## config.mk

```make
export PLATFORM = sky130hd
export DESIGN_NAME = mem_port_arbiter
export DESIGN_NICKNAME = d
export VERILOG_FILES = /design/src/rtl/mem_arb_pkg.sv /design/src/rtl/arb_counter.sv /design/src/rtl/mem_port_arbiter.sv
export SDC_FILE = /design/constraint.sdc
export NUM_CORES = 1
export LEC_CHECK = 0
export CAP_MARGIN = 25
export CORE_ASPECT_RATIO = 1.25
export CORE_MARGIN = 2
export CORE_UTILIZATION = 38
export CTS_CLUSTER_SIZE = 28
export DETAILED_ROUTE_END_ITERATION = 10
export PLACE_DENSITY = 0.73
export SKIP_LAST_GASP = 1
export SYNTH_ARGS = -nofsm -noshare
export SYNTH_HDL_FRONTEND = slang
export SYNTH_HIERARCHICAL = 1
export SYNTH_SLANG_ARGS = --single-unit
```

## constraint.sdc

```tcl
create_clock -name clk -period 2.1 [get_ports clk]
set_input_delay 0.315 -clock clk [delete_from_list [all_inputs] [get_ports clk]]
set_output_delay 0.315 -clock clk [all_outputs]
set_load 0.05 [all_outputs]
```

## src/rtl/mem_arb_pkg.sv

```systemverilog
// Shared definitions for the unified-memory port arbiter: FSM state
// encoding, access size codes, sticky error cause bits and the helper
// that folds the data-port controls into a single request.
package mem_arb_pkg;

  typedef enum logic [1:0] {
    IDLE    = 2'd0,
    IF_BUSY = 2'd1,
    D_BUSY  = 2'd2
  } arb_state_t;

  // Access size codes. On a read (fetch or load) the code 00 means a
  // full word; on a write it carries the store width.
  localparam logic [1:0] SZ_NONE = 2'b00;
  localparam logic [1:0] SZ_BYTE = 2'b01;
  localparam logic [1:0] SZ_HALF = 2'b10;
  localparam logic [1:0] SZ_WORD = 2'b11;

  // Sticky error cause bits; err is the OR of all of them.
  localparam int ERR_W            = 3;
  localparam int ERR_RW_CONFLICT  = 0;  // d_read and d_write together
  localparam int ERR_TIMEOUT      = 1;  // memory never acknowledged
  localparam int ERR_SPURIOUS_ACK = 2;  // mem_ack with nothing in flight

  // A data-port access is pending on a load or on any sized store.
  function automatic logic data_req(input logic rd, input logic [1:0] wr);
    return rd | (wr != SZ_NONE);
  endfunction

endpackage

```

## src/rtl/arb_counter.sv

```systemverilog
// Saturating up-counter with synchronous clear. Clear has priority over
// increment; once the count reaches MAX it holds until cleared.
module arb_counter #(
  parameter int W   = 3,
  parameter int MAX = 4
) (
  input  logic         clk,
  input  logic         rst,
  input  logic         clr,
  input  logic         inc,
  output logic [W-1:0] count
);

  // Count register: clear, else saturating increment.
  always_ff @(posedge clk or negedge rst) begin
    if (!rst) begin
      count <= '0;
    end else if (clr) begin
      count <= '0;
    end else if (inc && (count != W'(MAX))) begin
      count <= count + W'(1);
    end
  end

endmodule

```

## src/rtl/mem_port_arbiter.sv

```systemverilog
// Arbiter sharing one single-port memory between the instruction-fetch
// port and the data port of the pipeline.
//
// Handshake: a requester holds its request level (if_req, or d_read /
// d_write) until it sees the matching one-cycle done pulse; the request
// is consumed at the grant edge and the requester may change or drop it
// in the done cycle. Towards memory, mem_req is held high with stable
// address/data/we/size until a single-cycle mem_ack, whose cycle also
// carries valid mem_rdata. A transaction that sees no ack within TIMEOUT
// cycles is abandoned and reported done with zero read data.
//
// In a requester's own done cycle it is masked from being granted, but
// it keeps its place in the priority order: if it still requests and
// would have won, nobody is granted that cycle. The other requester is
// granted in the done cycle only when it actually wins arbitration.
module mem_port_arbiter
  import mem_arb_pkg::*;
#(
  parameter int ADDR_W       = 32,
  parameter int DATA_W       = 32,
  parameter int STARVE_LIMIT = 4,
  parameter int TIMEOUT      = 255
) (
  input  logic              clk,
  input  logic              rst,
  input  logic              if_req,
  input  logic [ADDR_W-1:0] if_addr,
  output logic [DATA_W-1:0] if_rdata,
  output logic              if_done,
  input  logic              d_read,
  input  logic [1:0]        d_write,
  input  logic [ADDR_W-1:0] d_addr,
  input  logic [DATA_W-1:0] d_wdata,
  output logic [DATA_W-1:0] d_rdata,
  output logic              d_done,
  output logic              mem_req,
  output logic              mem_we,
  output logic [1:0]        mem_size,
  output logic [ADDR_W-1:0] mem_addr,
  output logic [DATA_W-1:0] mem_wdata,
  input  logic [DATA_W-1:0] mem_rdata,
  input  logic              mem_ack,
  output logic              stall,
  output logic              err,
  output logic [1:0]        state_dbg,
  output logic [ERR_W-1:0]  err_cause
);

  localparam int STREAK_W = $clog2(STARVE_LIMIT + 1);
  localparam int TMO_W    = $clog2(TIMEOUT + 1);

  arb_state_t          state, state_next;
  logic [STREAK_W-1:0] streak;
  logic [TMO_W-1:0]    tmo_count;

  logic d_dreq;
  logic starved;
  logic want_if, want_d;
  logic grant_if, grant_d;
  logic complete, abort;
  logic tmo_hit;
  logic streak_clr, streak_inc;
  logic tmo_clr, tmo_inc;

  assign d_dreq  = data_req(d_read, d_write);
  assign starved = (streak == STREAK_W'(STARVE_LIMIT));
  assign tmo_hit = (tmo_count == TMO_W'(TIMEOUT));

  // Priority winner among raw requests: data first, unless the fetch
  // port has been passed over STARVE_LIMIT times in a row.
  assign want_if = if_req & (~d_dreq | starved);
  assign want_d  = d_dreq & (~if_req | ~starved);

  assign stall     = (if_req & ~if_done) | (d_dreq & ~d_done);
  assign err       = |err_cause;
  assign state_dbg = state;

  // Streak of data grants taken while fetch was waiting.
  assign streak_clr = grant_if | ~if_req;
  assign streak_inc = grant_d & if_req;

  arb_counter #(.W(STREAK_W), .MAX(STARVE_LIMIT)) u_streak (
    .clk   (clk),
    .rst   (rst),
    .clr   (streak_clr),
    .inc   (streak_inc),
    .count (streak)
  );

  // Cycles spent waiting for mem_ack in the current transaction.
  assign tmo_clr = grant_if | grant_d;
  assign tmo_inc = (state != IDLE);

  arb_counter #(.W(TMO_W), .MAX(TIMEOUT)) u_timeout (
    .clk   (clk),
    .rst   (rst),
    .clr   (tmo_clr),
    .inc   (tmo_inc),
    .count (tmo_count)
  );

  // FSM state register.
  always_ff @(posedge clk or negedge rst) begin
    if (!rst) begin
      state <= IDLE;
    end else begin
      state <= state_next;
    end
  end

  // FSM next state plus grant / completion / abort strobes.
  always_comb begin
    state_next = state;
    grant_if   = 1'b0;
    grant_d    = 1'b0;
    complete   = 1'b0;
    abort      = 1'b0;
    case (state)
      IDLE: begin
        if (want_if && !if_done) begin
          grant_if   = 1'b1;
          state_next = IF_BUSY;
        end else if (want_d && !d_done) begin
          grant_d    = 1'b1;
          state_next = D_BUSY;
        end
      end
      IF_BUSY, D_BUSY: begin
        if (mem_ack) begin
          complete   = 1'b1;
          state_next = IDLE;
        end else if (tmo_hit) begin
          abort      = 1'b1;
          state_next = IDLE;
        end
      end
      default: state_next = IDLE;
    endcase
  end

  // Memory-side request registers, returned data, done pulses and
  // sticky error causes. Address and data hold their last value in IDLE.
  always_ff @(posedge clk or negedge rst) begin
    if (!rst) begin
      mem_req   <= 1'b0;
      mem_we    <= 1'b0;
      mem_size  <= SZ_NONE;
      mem_addr  <= '0;
      mem_wdata <= '0;
      if_rdata  <= '0;
      d_rdata   <= '0;
      if_done   <= 1'b0;
      d_done    <= 1'b0;
      err_cause <= '0;
    end else begin
      if_done <= 1'b0;
      d_done  <= 1'b0;

      if (grant_if) begin
        mem_req  <= 1'b1;
        mem_we   <= 1'b0;
        mem_size <= SZ_NONE;
        mem_addr <= if_addr;
      end else if (grant_d) begin
        // A store wins over a simultaneous load; d_write is the size.
        mem_req   <= 1'b1;
        mem_we    <= (d_write != SZ_NONE);
        mem_size  <= d_write;
        mem_addr  <= d_addr;
        mem_wdata <= d_wdata;
      end

      if (complete || abort) begin
        mem_req <= 1'b0;
        mem_we  <= 1'b0;
        if (state == IF_BUSY) begin
          if_done  <= 1'b1;
          if_rdata <= complete ? mem_rdata : '0;
        end else begin
          d_done  <= 1'b1;
          d_rdata <= complete ? mem_rdata : '0;
        end
      end

      if (d_read && (d_write != SZ_NONE)) begin
        err_cause[ERR_RW_CONFLICT] <= 1'b1;
      end
      if (abort) begin
        err_cause[ERR_TIMEOUT] <= 1'b1;
      end
      if ((state == IDLE) && mem_ack) begin
        err_cause[ERR_SPURIOUS_ACK] <= 1'b1;
      end
    end
  end

endmodule

```

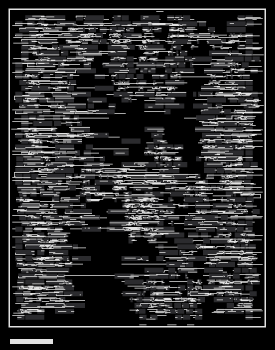
(images/m1.png)
The bar under the picture is 20 um long.
share of all routed wire: 39%
nets with wire on the layer: 819
longest straight run: 35.9 um
met1 global-route usage: 0.264
Routed Wire Length: 19.0 mm
total number of vias: 5339

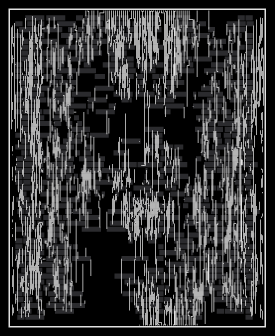
(images/m2.png)
nets with wire on the layer: 870
longest straight run: 60.0 um
main direction: vertical
wire length on this layer: 9230 um
share of all routed wire: 49%
GR Layer Usage met2: 0.375

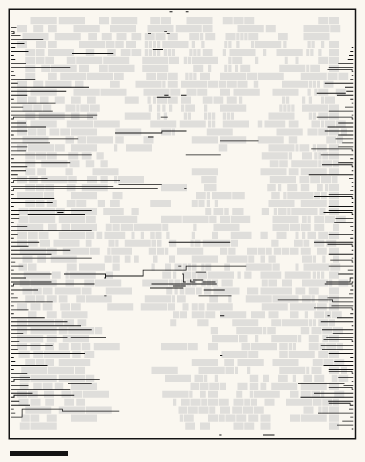
(images/m3.png)
The bar under the picture is 20 um long.
nets with wire on the layer: 221
longest straight run: 49.2 um
wire length on this layer: 1960 um
GR Layer Usage met3: 0.0977

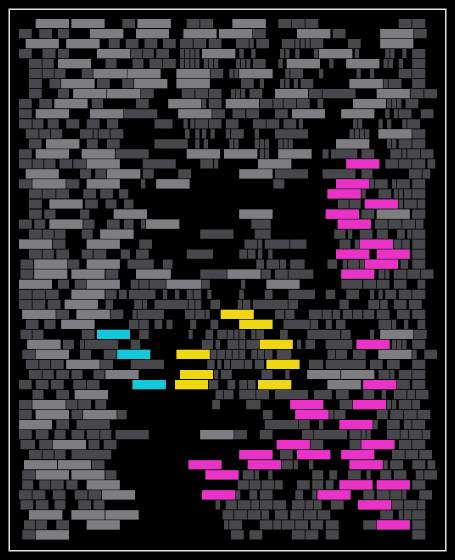
(images/ff_map.png)
| name in the netlist | colour | placed flops |
|---|---|---|
| u_timeout/count | yellow | 8 |
| mem_addr | magenta | 32 |
| err_cause | cyan | 3 |
not coloured: 107
Seq. pwr: 5.00 mW
final core utilization: 0.618
flop share of the area: 0.378
storage element area: 3760 um^2

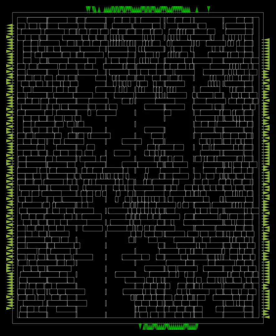
(images/placed.png)
cell row count: 52
Tap Count: 216
core area: 16100 um^2
Final Instance Count excl. Fillers: 1059
number of fill cells in the layout: 1316

==> impl_metrics.tcl <==
# place-and-route summary
set metrics [dict create \
    status "complete, no violations" \
    ff_type "dfrtp_1" \
    fin_crit_ns 2.02 \
    aoi_share 0.205 \
    crit_chain "clkdlybuf4s50_1" \
    drt-wirelength-per-cell_um 17.9 \
    synthArstFlopShare 1.00 \
    holdWs_ns 0.409 \
    critPathMaxFanout 4 \
    initial_core_util 0.384 \
    die_h_um 146 \
    r2r-start "state_dbg[1]$_DFFE_PN0P_" \
    clk_pin_slew_worst_paths_ns 0.06 \
    place.gp.congestion 0.823 \
    cts_resized 1 \
    gr-max-usage-layer "met2" \
    grtUsageTotal 0.227 \
    synth_cell_types 50 \
    firstDrtPassIters 5 \
    crit_arrival_ns 1.70 \
    ys_seq_frac 0.608 \
    maxCapViolations 0 \
    grt_max_degree 50 \
    hpwl_mm 14.1 \
    synth_nets 683 \
    path_delay_family "buffers and inverters" \
    netlist_area_um2 6170 \
    cts_buffers 17 \
    route.detailed.drc 0 \
    grt_overflow_total 0 \
    wl_met1_mm 7.45 \
    slew-limit-headroom 0.619 \
    syn_inst 543 \
    setup_ws_ns 0.0812 \
    fmax_mhz 495 \
    io_pins 276 \
    finalCritPeriodShare 0.961 \
    powerDensity_nw_per_um2 1880 \
    drtIter0Drc 254 \
    avgSynthCellArea_um2 11.4 \
    warning_count 28 \
    clock_sinks 150 \
    fin_skew_ns 0.00859 \
]
==> metrics by stage <==
step,util,total power [mW]
after floorplan,-,11.9
after global placement,0.581,15.5
after detailed placement,0.581,15.7
after CTS,0.618,18.8
after global routing,0.618,19.6
final,0.618,18.7
==> worst max-delay path by stage <==
stage                                  start                             to  slack [ns]
finish                     if_done$_DFF_PN0_                        if_done        0.08
CTS                        if_done$_DFF_PN0_                        if_done        0.05
global placement                  d_write[0]      mem_wdata[26]$_DFFE_PN0P_       -0.12
global route               if_done$_DFF_PN0_                        if_done        0.02
floorplan           state_dbg[0]$_DFFE_PN0P_  u_streak/count[0]$_DFFE_PN0P_        0.02
detailed placement                d_write[0]      mem_wdata[24]$_DFFE_PN0P_       -0.18
==> cells in the final DEF, fill, tap and decap left out, types with 7 or more instances in the layout <==
cell type	instances
inv_1	42
a22o_1	66
dfrtp_1	148
buf_4	18
buf_12	9
o22ai_1	32
nand2_1	100
clkbuf_16	17
nand2b_1	7
clkdlybuf4s50_1	269
a21oi_1	7
a21oi_2	30
==> cell families (layout without fill, tap and decap cells) <==
logic type | Yosys count | in the layout
other | 0 | 1
DFF | 150 | 150
buffers and inverters | 77 | 376
and+or+nand+nor | 149 | 149
AOI/OAI and AO/OA | 157 | 157
adders and majority gates | 5 | 5
muxes | 5 | 5
==> registers in the layout (all words and copies together), names as in the netlist, 2 cells and up <==
name,count
d_rdata,32
err_cause,3
if_rdata,32
mem_addr,32
mem_size,2
mem_wdata,32
state_dbg,2
u_streak/count,3
u_timeout/count,8
==> synth_stat cells (3+ instances only) <==
| library cell | instances | share of area |
|---|---|---|
| nor2b_1 | 6 | 0.0061 |
| ha_1 | 5 | 0.010 |
| nand2b_1 | 7 | 0.0071 |
| nand2_1 | 100 | 0.061 |
| nor2_1 | 9 | 0.0055 |
| nand3_1 | 3 | 0.0024 |
| inv_1 | 44 | 0.027 |
| a21oi_1 | 7 | 0.0057 |
| o21ai_0 | 5 | 0.0041 |
| dfrtp_1 | 150 | 0.61 |
| o22ai_1 | 32 | 0.032 |
| nand4_1 | 3 | 0.0030 |
| buf_2 | 8 | 0.0065 |
| buf_6 | 4 | 0.0073 |
| a21oi_2 | 30 | 0.043 |
| clkbuf_1 | 18 | 0.011 |
| or3_1 | 4 | 0.0041 |
| nor3_1 | 4 | 0.0032 |
| a22o_1 | 66 | 0.094 |
==> layout make-up <==
type / instances / area [um^2] / share of cell area
Timing Repair Buffer: 299 / 3040 / 0.306
Clock inverter: 11 / 126 / 0.0127
Inverter: 45 / 169 / 0.0170
Sequential cell: 150 / 3760 / 0.378
Tap cell: 216 / 270 / 0.0272
Clock buffer: 21 / 460 / 0.0464
Antenna cell: 1 / 2.50 / 0.000252
Multi-Input combinational cell: 316 / 2110 / 0.212
==> power breakdown <==
part | total [mW] | switching, mW | leakage [nW] | internal, mW
clock network | 2.99 | 1.18 | 0.275 | 1.81
registers | 5.00 | 0.789 | 1.86 | 4.21
logic | 10.7 | 6.96 | 2.31 | 3.71
total | 18.7 | 8.92 | 4.44 | 9.73
No activity file was given, so power comes from the tool's default toggle rates.
